Run 1, routed metal, one colour a layer:
Drawn at 3 px/um. Only two layers are drawn.
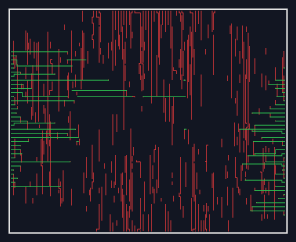
Run 1, I/O nets highlighted:
Drawn at 3 px/um.
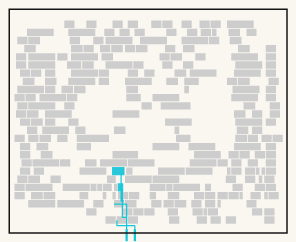
Run 1, I/O pins on the die edge:
Drawn at 4 px/um. Pins as bars across the die edge, other pins in grey.
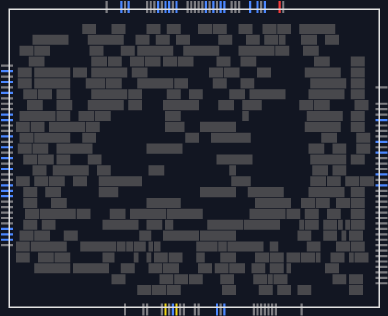
Run 1, placed standard cells:
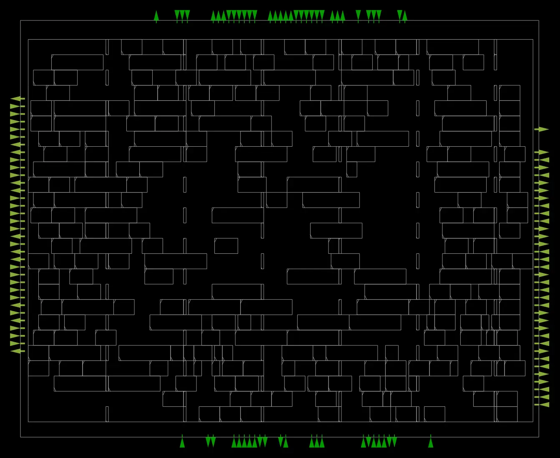
### src/rtl/disp_src_mux_pkg.sv
// Shared FSM encoding, select legality check and default background for the display-source mux.
package disp_pkg;

  typedef enum logic [1:0] {
    S_PROC = 2'd0,
    S_WAIT = 2'd1,
    S_DISP = 2'd2
  } state_t;

  localparam logic [7:0] DEFAULT_BG = 8'hFF;

  // Index num_src is only meaningful when the internal test pattern is built.
  function automatic logic sel_legal(input int sel, input int num_src, input logic pattern_en);
    return (sel < num_src) || (pattern_en && (sel == num_src));
  endfunction

endpackage

### src/rtl/disp_src_mux_if.sv
// Display-side read bundle: address/valid from the VGA generator, pixel/valid back to it.
interface disp_src_mux_if #(
  parameter int ADDR_W = 18,
  parameter int PIX_W  = 8
);
  logic [ADDR_W-1:0] vga_addr;
  logic              vga_addr_vld;
  logic [PIX_W-1:0]  pix_out;
  logic              pix_vld;

  modport master (output vga_addr, output vga_addr_vld, input pix_out, input pix_vld);
  modport slave  (input vga_addr, input vga_addr_vld, output pix_out, output pix_vld);
endinterface

### src/rtl/disp_src_mux_lat_pipe.sv
// Fixed-depth shift line for {vld, payload}; output appears DEPTH cycles after input.
// A synchronous flush clears every valid bit (including the one being loaded) in one edge.
module disp_lat_pipe #(
  parameter int DEPTH = 2,
  parameter int W     = 1
) (
  input  logic         clk,
  input  logic         rst_n,
  input  logic         flush,
  input  logic         sh_vld,
  input  logic [W-1:0] sh_dat,
  output logic         dly_vld,
  output logic [W-1:0] dly_dat
);

  logic [DEPTH-1:0] vld_q;
  logic [W-1:0]     dat_q [DEPTH];

  always_ff @(posedge clk or negedge rst_n) begin
    if (!rst_n) begin
      vld_q <= '0;
      for (int i = 0; i < DEPTH; i++) dat_q[i] <= '0;
    end else begin
      vld_q[0] <= sh_vld & ~flush;
      dat_q[0] <= sh_dat;
      for (int i = 1; i < DEPTH; i++) begin
        vld_q[i] <= vld_q[i-1] & ~flush;
        dat_q[i] <= dat_q[i-1];
      end
    end
  end

  assign dly_vld = vld_q[DEPTH-1];
  assign dly_dat = dat_q[DEPTH-1];

endmodule

### src/rtl/disp_src_mux.sv
// Routes BRAM address buses to the engine or the display and returns display pixels 1+RD_LAT cycles later.
// Source switches only at frame_start; DISP_SRC_MUX_TEST_PATTERN_EN adds an address-XOR pattern as source NUM_SRC.
module disp_src_mux
  import disp_pkg::*;
#(
  parameter int               NUM_SRC = 2,
  parameter int               ADDR_W  = 18,
  parameter int               PIX_W   = 8,
  parameter int               RD_LAT  = 1,
  parameter logic [PIX_W-1:0] BG_PIX  = {PIX_W{1'b1}},
  parameter int               SEL_W   = $clog2(NUM_SRC + 1)
) (
  input  logic                      clk,
  input  logic                      rst_n,
  input  logic                      proc_ready,
  input  logic                      frame_start,
  input  logic [SEL_W-1:0]          sel_req,
  disp_src_mux_if.slave             vga,
  input  logic [NUM_SRC*ADDR_W-1:0] proc_addr,
  output logic [NUM_SRC*ADDR_W-1:0] buf_addr,
  input  logic [NUM_SRC*PIX_W-1:0]  buf_dout,
  output logic [SEL_W-1:0]          sel_active,
  output logic                      busy
);

`ifdef DISP_SRC_MUX_TEST_PATTERN_EN
  localparam logic PAT_EN = 1'b1;
  localparam int   PAY_W  = SEL_W + PIX_W;
`else
  localparam logic PAT_EN = 1'b0;
  localparam int   PAY_W  = SEL_W;
`endif

  state_t           state;
  state_t           state_nxt;
  logic [SEL_W-1:0] sel_nxt;
  logic             req_legal;
  logic             disp_on;
  logic             pipe_flush;
  logic             pipe_vld;
  logic             dly_vld;
  logic [PAY_W-1:0] pay;
  logic [PAY_W-1:0] dly_pay;
  logic [SEL_W-1:0] dly_sel;

  assign req_legal = sel_legal(int'(sel_req), NUM_SRC, PAT_EN);

  // A falling proc_ready overrides frame_start in every state.
  always_comb begin
    state_nxt = state;
    sel_nxt   = sel_active;
    unique case (state)
      S_PROC: begin
        if (proc_ready) state_nxt = S_WAIT;
      end
      S_WAIT: begin
        if (!proc_ready) begin
          state_nxt = S_PROC;
        end else if (frame_start) begin
          state_nxt = S_DISP;
          if (req_legal) sel_nxt = sel_req;
        end
      end
      S_DISP: begin
        if (!proc_ready) begin
          state_nxt = S_PROC;
        end else if (frame_start && req_legal) begin
          sel_nxt = sel_req;
        end
      end
      default: state_nxt = S_PROC;
    endcase
  end

  always_ff @(posedge clk or negedge rst_n) begin
    if (!rst_n) begin
      state      <= S_PROC;
      sel_active <= '0;
    end else begin
      state      <= state_nxt;
      sel_active <= sel_nxt;
    end
  end

  assign busy = (state != S_DISP);

  // The drop cycle itself already hands the buses back to the engine.
  assign disp_on    = (state == S_DISP) && proc_ready;
  assign pipe_flush = !disp_on;
  assign pipe_vld   = disp_on && vga.vga_addr_vld;

  always_ff @(posedge clk or negedge rst_n) begin
    if (!rst_n) begin
      buf_addr <= '0;
    end else begin
      for (int i = 0; i < NUM_SRC; i++) begin
        buf_addr[i*ADDR_W +: ADDR_W] <= (disp_on && (int'(sel_active) == i))
                                        ? vga.vga_addr
                                        : proc_addr[i*ADDR_W +: ADDR_W];
      end
    end
  end

`ifdef DISP_SRC_MUX_TEST_PATTERN_EN
  logic [PIX_W-1:0] pat_pix;
  logic [PIX_W-1:0] dly_pat;

  assign pat_pix = vga.vga_addr[PIX_W-1:0] ^ vga.vga_addr[ADDR_W-1 -: PIX_W];
  assign pay     = {pat_pix, sel_active};
  assign dly_pat = dly_pay[PAY_W-1 -: PIX_W];
`else
  assign pay = sel_active;
`endif

  assign dly_sel = dly_pay[SEL_W-1:0];

  // The select travels with each read so a mid-pipeline switch cannot mix sources.
  disp_lat_pipe #(
    .DEPTH (1 + RD_LAT),
    .W     (PAY_W)
  ) u_lat_pipe (
    .clk     (clk),
    .rst_n   (rst_n),
    .flush   (pipe_flush),
    .sh_vld  (pipe_vld),
    .sh_dat  (pay),
    .dly_vld (dly_vld),
    .dly_dat (dly_pay)
  );

  always_comb begin
    vga.pix_out = BG_PIX;
    vga.pix_vld = 1'b0;
    if (dly_vld) begin
      vga.pix_vld = 1'b1;
      for (int i = 0; i < NUM_SRC; i++) begin
        if (int'(dly_sel) == i) vga.pix_out = buf_dout[i*PIX_W +: PIX_W];
      end
`ifdef DISP_SRC_MUX_TEST_PATTERN_EN
      if (int'(dly_sel) == NUM_SRC) vga.pix_out = dly_pat;
`endif
    end
  end

endmodule
### src/flat_wrapper.sv
// flat-port wrapper written by rule: the top's interface ports become plain ports
module disp_src_mux_flat import disp_pkg::*;
#(
  parameter int               NUM_SRC = 2,
  parameter int               ADDR_W  = 18,
  parameter int               PIX_W   = 8,
  parameter int               RD_LAT  = 1,
  parameter logic [PIX_W-1:0] BG_PIX  = {PIX_W{1'b1}},
  parameter int               SEL_W   = $clog2(NUM_SRC + 1)
)
  (clk, rst_n, proc_ready, frame_start, sel_req, proc_addr, buf_addr, buf_dout, sel_active, busy, vga_vga_addr, vga_vga_addr_vld, vga_pix_out, vga_pix_vld);
  disp_src_mux_if #(.ADDR_W(ADDR_W), .PIX_W(PIX_W)) vga_i ();
  input  logic clk;
  input  logic rst_n;
  input  logic proc_ready;
  input  logic frame_start;
  input  logic [SEL_W-1:0] sel_req;
  input  logic [NUM_SRC*ADDR_W-1:0] proc_addr;
  output logic [NUM_SRC*ADDR_W-1:0] buf_addr;
  input  logic [NUM_SRC*PIX_W-1:0] buf_dout;
  output logic [SEL_W-1:0] sel_active;
  output logic busy;
  input wire logic [$bits(vga_i.vga_addr)-1:0] vga_vga_addr;
  input wire logic [$bits(vga_i.vga_addr_vld)-1:0] vga_vga_addr_vld;
  output wire logic [$bits(vga_i.pix_out)-1:0] vga_pix_out;
  output wire logic [$bits(vga_i.pix_vld)-1:0] vga_pix_vld;
  assign vga_i.vga_addr = vga_vga_addr;
  assign vga_i.vga_addr_vld = vga_vga_addr_vld;
  assign vga_pix_out = vga_i.pix_out;
  assign vga_pix_vld = vga_i.pix_vld;
  disp_src_mux #(.NUM_SRC(NUM_SRC), .ADDR_W(ADDR_W), .PIX_W(PIX_W), .RD_LAT(RD_LAT), .BG_PIX(BG_PIX), .SEL_W(SEL_W)) u_core (.clk(clk), .rst_n(rst_n), .proc_ready(proc_ready), .frame_start(frame_start), .sel_req(sel_req), .vga(vga_i), .proc_addr(proc_addr), .buf_addr(buf_addr), .buf_dout(buf_dout), .sel_active(sel_active), .busy(busy));
endmodule
### config.mk
export PLATFORM = sky130hd
export DESIGN_NAME = disp_src_mux_flat
export DESIGN_NICKNAME = d
export VERILOG_FILES = /design/src/rtl/disp_src_mux_pkg.sv /design/src/rtl/disp_src_mux_if.sv /design/src/rtl/disp_src_mux_lat_pipe.sv /design/src/rtl/disp_src_mux.sv /design/src/flat_wrapper.sv
export SDC_FILE = /design/constraint.sdc
export NUM_CORES = 1
export LEC_CHECK = 0
export CAP_MARGIN = 10
export CELL_PAD_IN_SITES_DETAIL_PLACEMENT = 0
export CELL_PAD_IN_SITES_GLOBAL_PLACEMENT = 1
export CORE_ASPECT_RATIO = 0.8
export CORE_UTILIZATION = 28
export CTS_CLUSTER_DIAMETER = 80
export DETAILED_ROUTE_END_ITERATION = 10
export GPL_TIMING_DRIVEN = 0
export PLACE_DENSITY = 0.85
export REMOVE_ABC_BUFFERS = 1
export SLEW_MARGIN = 10
export SYNTH_ARGS = -nofsm -noshare
export SYNTH_HDL_FRONTEND = slang
export SYNTH_SLANG_ARGS = --single-unit
### constraint.sdc
create_clock -name clk -period 3.07 [get_ports clk]
set_input_delay 0.614 -clock clk [delete_from_list [all_inputs] [get_ports clk]]
set_output_delay 0.614 -clock clk [all_outputs]
set_load 0.1 [all_outputs]
==> results.tsv, run 1 <==
metric	value	unit
status	completed	
p_sw	553	uW
leakage	0.00137	uW
warnings	25	
cts.sinks	46	
max_freq	337	MHz
cts_tree	yes	
grt_max_degree	27	
h-tree-depth	2	
cts_made_buffers	5	
hold_slack	0.326	ns
cts_max_path_buffers	2	
diodes	0	
ys_seq_frac	0.633	
die_area	0.00683	sq mm
fin_util	0.538	
powerComb	514	uW
insertion_delay	0.30	ns
grt_pass1_wl	7.13	mm
fp_util	0.298	
mostFrequentLayoutCell	clkdlybuf4s50_1	
crit_type	in2out	
drc_errors	0	
core_area	0.00610	sq mm
edf_count	0	
power_frac_comb	0.314	
top_cells_by_area	dfrtp_1 (63%), mux2_2 (23%), mux2i_1 (4.4%)	
antenna_found_initial	0	
via_per_inst	4.31	
ant_nets	0	
grt_pass1_vias	1521	
finalSetupViolations	0	
top_area_cell	dfrtp_1	
die_y	74.1	um
setup_ws	0.107	ns
cts_hold_buf	0	
yosysWarningCount	0	
ys_chip_area	0.00182	sq mm
synthTopCellsByCount	dfrtp_1 (46), mux2_2 (37), nand2_1 (10)	
Back to the opening pictures, 'routed metal, one colour a layer':
[M3] green | wire length: 561 um
[M2] red | wire length: 2220 um
final wirelength: 4.56 mm
Vias: 1418
routed wire length per instance: 13.8 um
GRT Overall Usage: 0.140

Back to the opening pictures, 'I/O nets highlighted':
[sel_req] cyan | direction: input | edge: south | end cells: 2 | buffers: 2 | wire: 43.7 um
Ports: 125
PortBufs: 124

Back to the opening pictures, 'I/O pins on the die edge':
[rst_n] red | pins: 1 | direction: input | edge: north
[proc_addr] blue | pins: 36 | direction: input | edge: 15 west, 13 north, 5 east, 3 south
[sel_req] yellow | pins: 2 | direction: input | edge: south

Back to the opening pictures, 'placed standard cells':
Site Rows: 25
Cell Count, Final, Fillers Out: 329
Tap Cells: 81
Fill cells: 539

run 1: flip-flops by register name (all words and copies together) (netlist names):
signal and flops:
u_core.u_lat_pipe.dat_q 2, u_core.buf_addr 36, u_core.sel_active 2, u_core.state 2
u_core.u_lat_pipe.vld_q 2, u_core.u_lat_pipe.dly_dat 2
run 1: final cells by class:
| type | instances | area (sq um) | share of cell area |
|---|---|---|---|
| clock buffer | 5 | 68.8 | 0.0210 |
| sequential | 46 | 1150 | 0.351 |
| inverter | 1 | 3.75 | 0.00114 |
| clock inverter | 3 | 40.0 | 0.0122 |
| multi-input combinational | 67 | 641 | 0.195 |
| timing repair buffer | 126 | 1270 | 0.389 |
| tap | 81 | 101 | 0.0309 |
run 1: worst paths after layout:
check	startpoint	endpoint	slack, ns	cells after the start
max in group asynchronous	rst_n	u_core.buf_addr[23]	2.23	2
min in group clk	u_core.u_lat_pipe.dat_q[3]	u_core.u_lat_pipe.dly_dat[1]	0.35	0
min reg2reg	u_core.u_lat_pipe.dat_q[3]	u_core.u_lat_pipe.dly_dat[1]	0.35	0
min	rst_n	u_core.buf_addr[20]	0.33	1
max	buf_dout[15]	vga_pix_out[7]	0.11	4
max reg2reg	u_core.state[0]	u_core.buf_addr[2]	1.00	5
run 1: cells by family (layout without fill, tap and decap cells):
kind of cell / count (synthesis) / count (layout) / share of synthesized area
flops: 46 / 46 / 0.633
xor+xnor: 1 / 1 / 0.00482
simple gates: 20 / 20 / 0.0715
mux: 45 / 45 / 0.273
compound gates: 1 / 1 / 0.00275
buf+inv: 5 / 135 / 0.0151
run 1: metal layers:
layer,up-vias,part of all wire,global-route usage,routed length [um]
li1,664,-,-,-
met1,670,0.38,0.149,1720
met2,75,0.49,0.242,2220
met3,9,0.12,0.0757,560
met4,0,0.011,0.0469,51
met5,-,0,0,0
--- run 2 (diff from run 1) ---
--- a/config.mk
+++ b/config.mk
@@ -5,7 +5,7 @@
 export SDC_FILE = /design/constraint.sdc
 export NUM_CORES = 1
 export LEC_CHECK = 0
-export CAP_MARGIN = 10
+export CAP_MARGIN = 25
 export CELL_PAD_IN_SITES_DETAIL_PLACEMENT = 0
 export CELL_PAD_IN_SITES_GLOBAL_PLACEMENT = 1
 export CORE_ASPECT_RATIO = 0.8
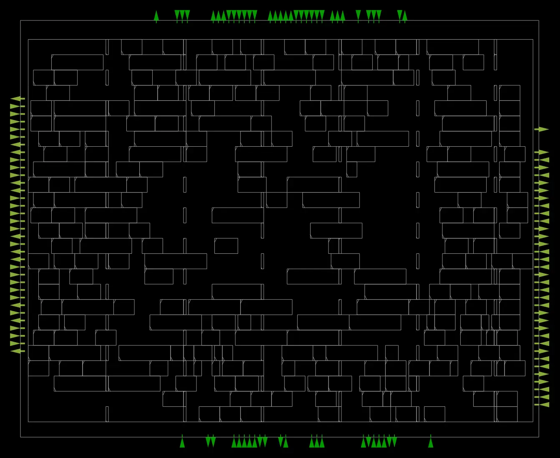
Run 2: placed standard cells
Core Box Area: 0.00610 sq mm
fin util: 0.538
Seq area share: 0.351
Flops: 46

==> run 2 against run 1 <==
Sequential share of layout area unchanged. Clock power about the same. Clock skew unchanged. Register-to-register slack about the same. Routed wire length unchanged. Largest cell class unchanged. Global-route usage unchanged. Die area unchanged.
==> results.tsv, run 2 <==
metric	value	unit	change
crit_end	vga_pix_out[7]		
grt_pass1_wl	7.13	mm	unchanged
wl_per_cell	13.8	um	unchanged
finalSetupViolations	0		unchanged
warnings	25		unchanged
grt_max_degree	27		unchanged
status	completed		
antenna_found_initial	0		unchanged
leakage	0.00137	uW	unchanged
vias	1418		unchanged
ys_chip_area	0.00182	sq mm	unchanged
ant_nets	0		unchanged
insertion_delay	0.30	ns	about the same
logic_area	641	sq um	unchanged
totalWireLength	4.56	mm	unchanged
reg2reg_depth	5		unchanged
diodes	0		unchanged
regArea	0.00115	sq mm	unchanged
worst-path-stages	4		unchanged
ys_seq_frac	0.633		unchanged
synthTopCellsByCount	dfrtp_1 (46), mux2_2 (37), nand2_1 (10)		
die_y	74.1	um	unchanged
r2r-end	u_core.buf_addr[2]		
yosysWarningCount	0		unchanged
mostFrequentLayoutCell	clkdlybuf4s50_1		
edf_count	0		unchanged
top_area_cell	dfrtp_1		
io_pins	125		unchanged
top_register	u_core.buf_addr		
max_freq	337	MHz	unchanged
cts_made_buffers	5		unchanged
startpoint	buf_dout[15]		
portBuffers	124		unchanged
via_per_inst	4.31		unchanged
fp_util	0.298		unchanged
top_cells_by_area	dfrtp_1 (63%), mux2_2 (23%), mux2i_1 (4.4%)		
grtUsageTotal	0.140		unchanged
r2r_setup_slack	1.00	ns	about the same
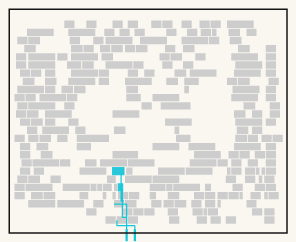
Run 2: I/O nets highlighted
Drawn at 3 px/um.
[sel_req] cyan | direction: input | edge: south | end cells: 2 | buffers: 2 | wire: 43.7 um

==> run 2: kinds of logic (layout without fill, tap and decap cells) <==
logic type | count (synthesis) | after routing | synth area share
compound gates | 1 | 1 | 0.00275
xor+xnor | 1 | 1 | 0.00482
buf+inv | 5 | 135 | 0.0151
flops | 46 | 46 | 0.633
mux | 45 | 45 | 0.273
simple gates | 20 | 20 | 0.0715
==> run 2: routing by layer <==
layer / vias up / part of all wire / track usage
met3: 9 / 0.12 / 0.0757
met2: 75 / 0.49 / 0.242
li1: 664 / - / -
met5: - / 0 / 0
met4: 0 / 0.011 / 0.0469
met1: 670 / 0.38 / 0.149
==> run 2: power breakdown <==
part | internal, uW | switching (uW)
logic | 196 | 318
registers | 648 | 35.4
clock network | 240 | 200
==> run 2: metrics by stage <==
step | std cells | hold slack, ns | cell area (sq um) | utilization | setup WS (ns)
floorplan | 114 | 0.318 | 1800 | - | 0.492
global placement | 319 | 0.336 | 3140 | 0.514 | 0.113
detailed placement | 321 | 0.335 | 3170 | 0.520 | 0.0995
CTS | 329 | 0.337 | 3280 | 0.538 | 0.0993
global route | 329 | 0.353 | 3280 | 0.538 | 0.0335
finish | 329 | 0.326 | 3280 | 0.538 | 0.107
==> run 2: final cells by class <==
type                    instances  share of cell area
clock buffers                   5              0.0210
flip-flops and latches         46               0.351
well taps                      81              0.0309
multi-input cells              67               0.195
inverters                       1             0.00114
repair buffers                126               0.389
clock inverters                 3              0.0122
==> run 2: worst register-to-register path, cell delays in order, from the launching register on <==
cell	delay [ns]
dfrtp_1	0.40
and2b_2	0.26
inv_2	0.07
nor4b_4	0.61
buf_6	0.26
mux2_2	0.36
Power figures rest on the tool's default switching activity, not on a simulated workload.
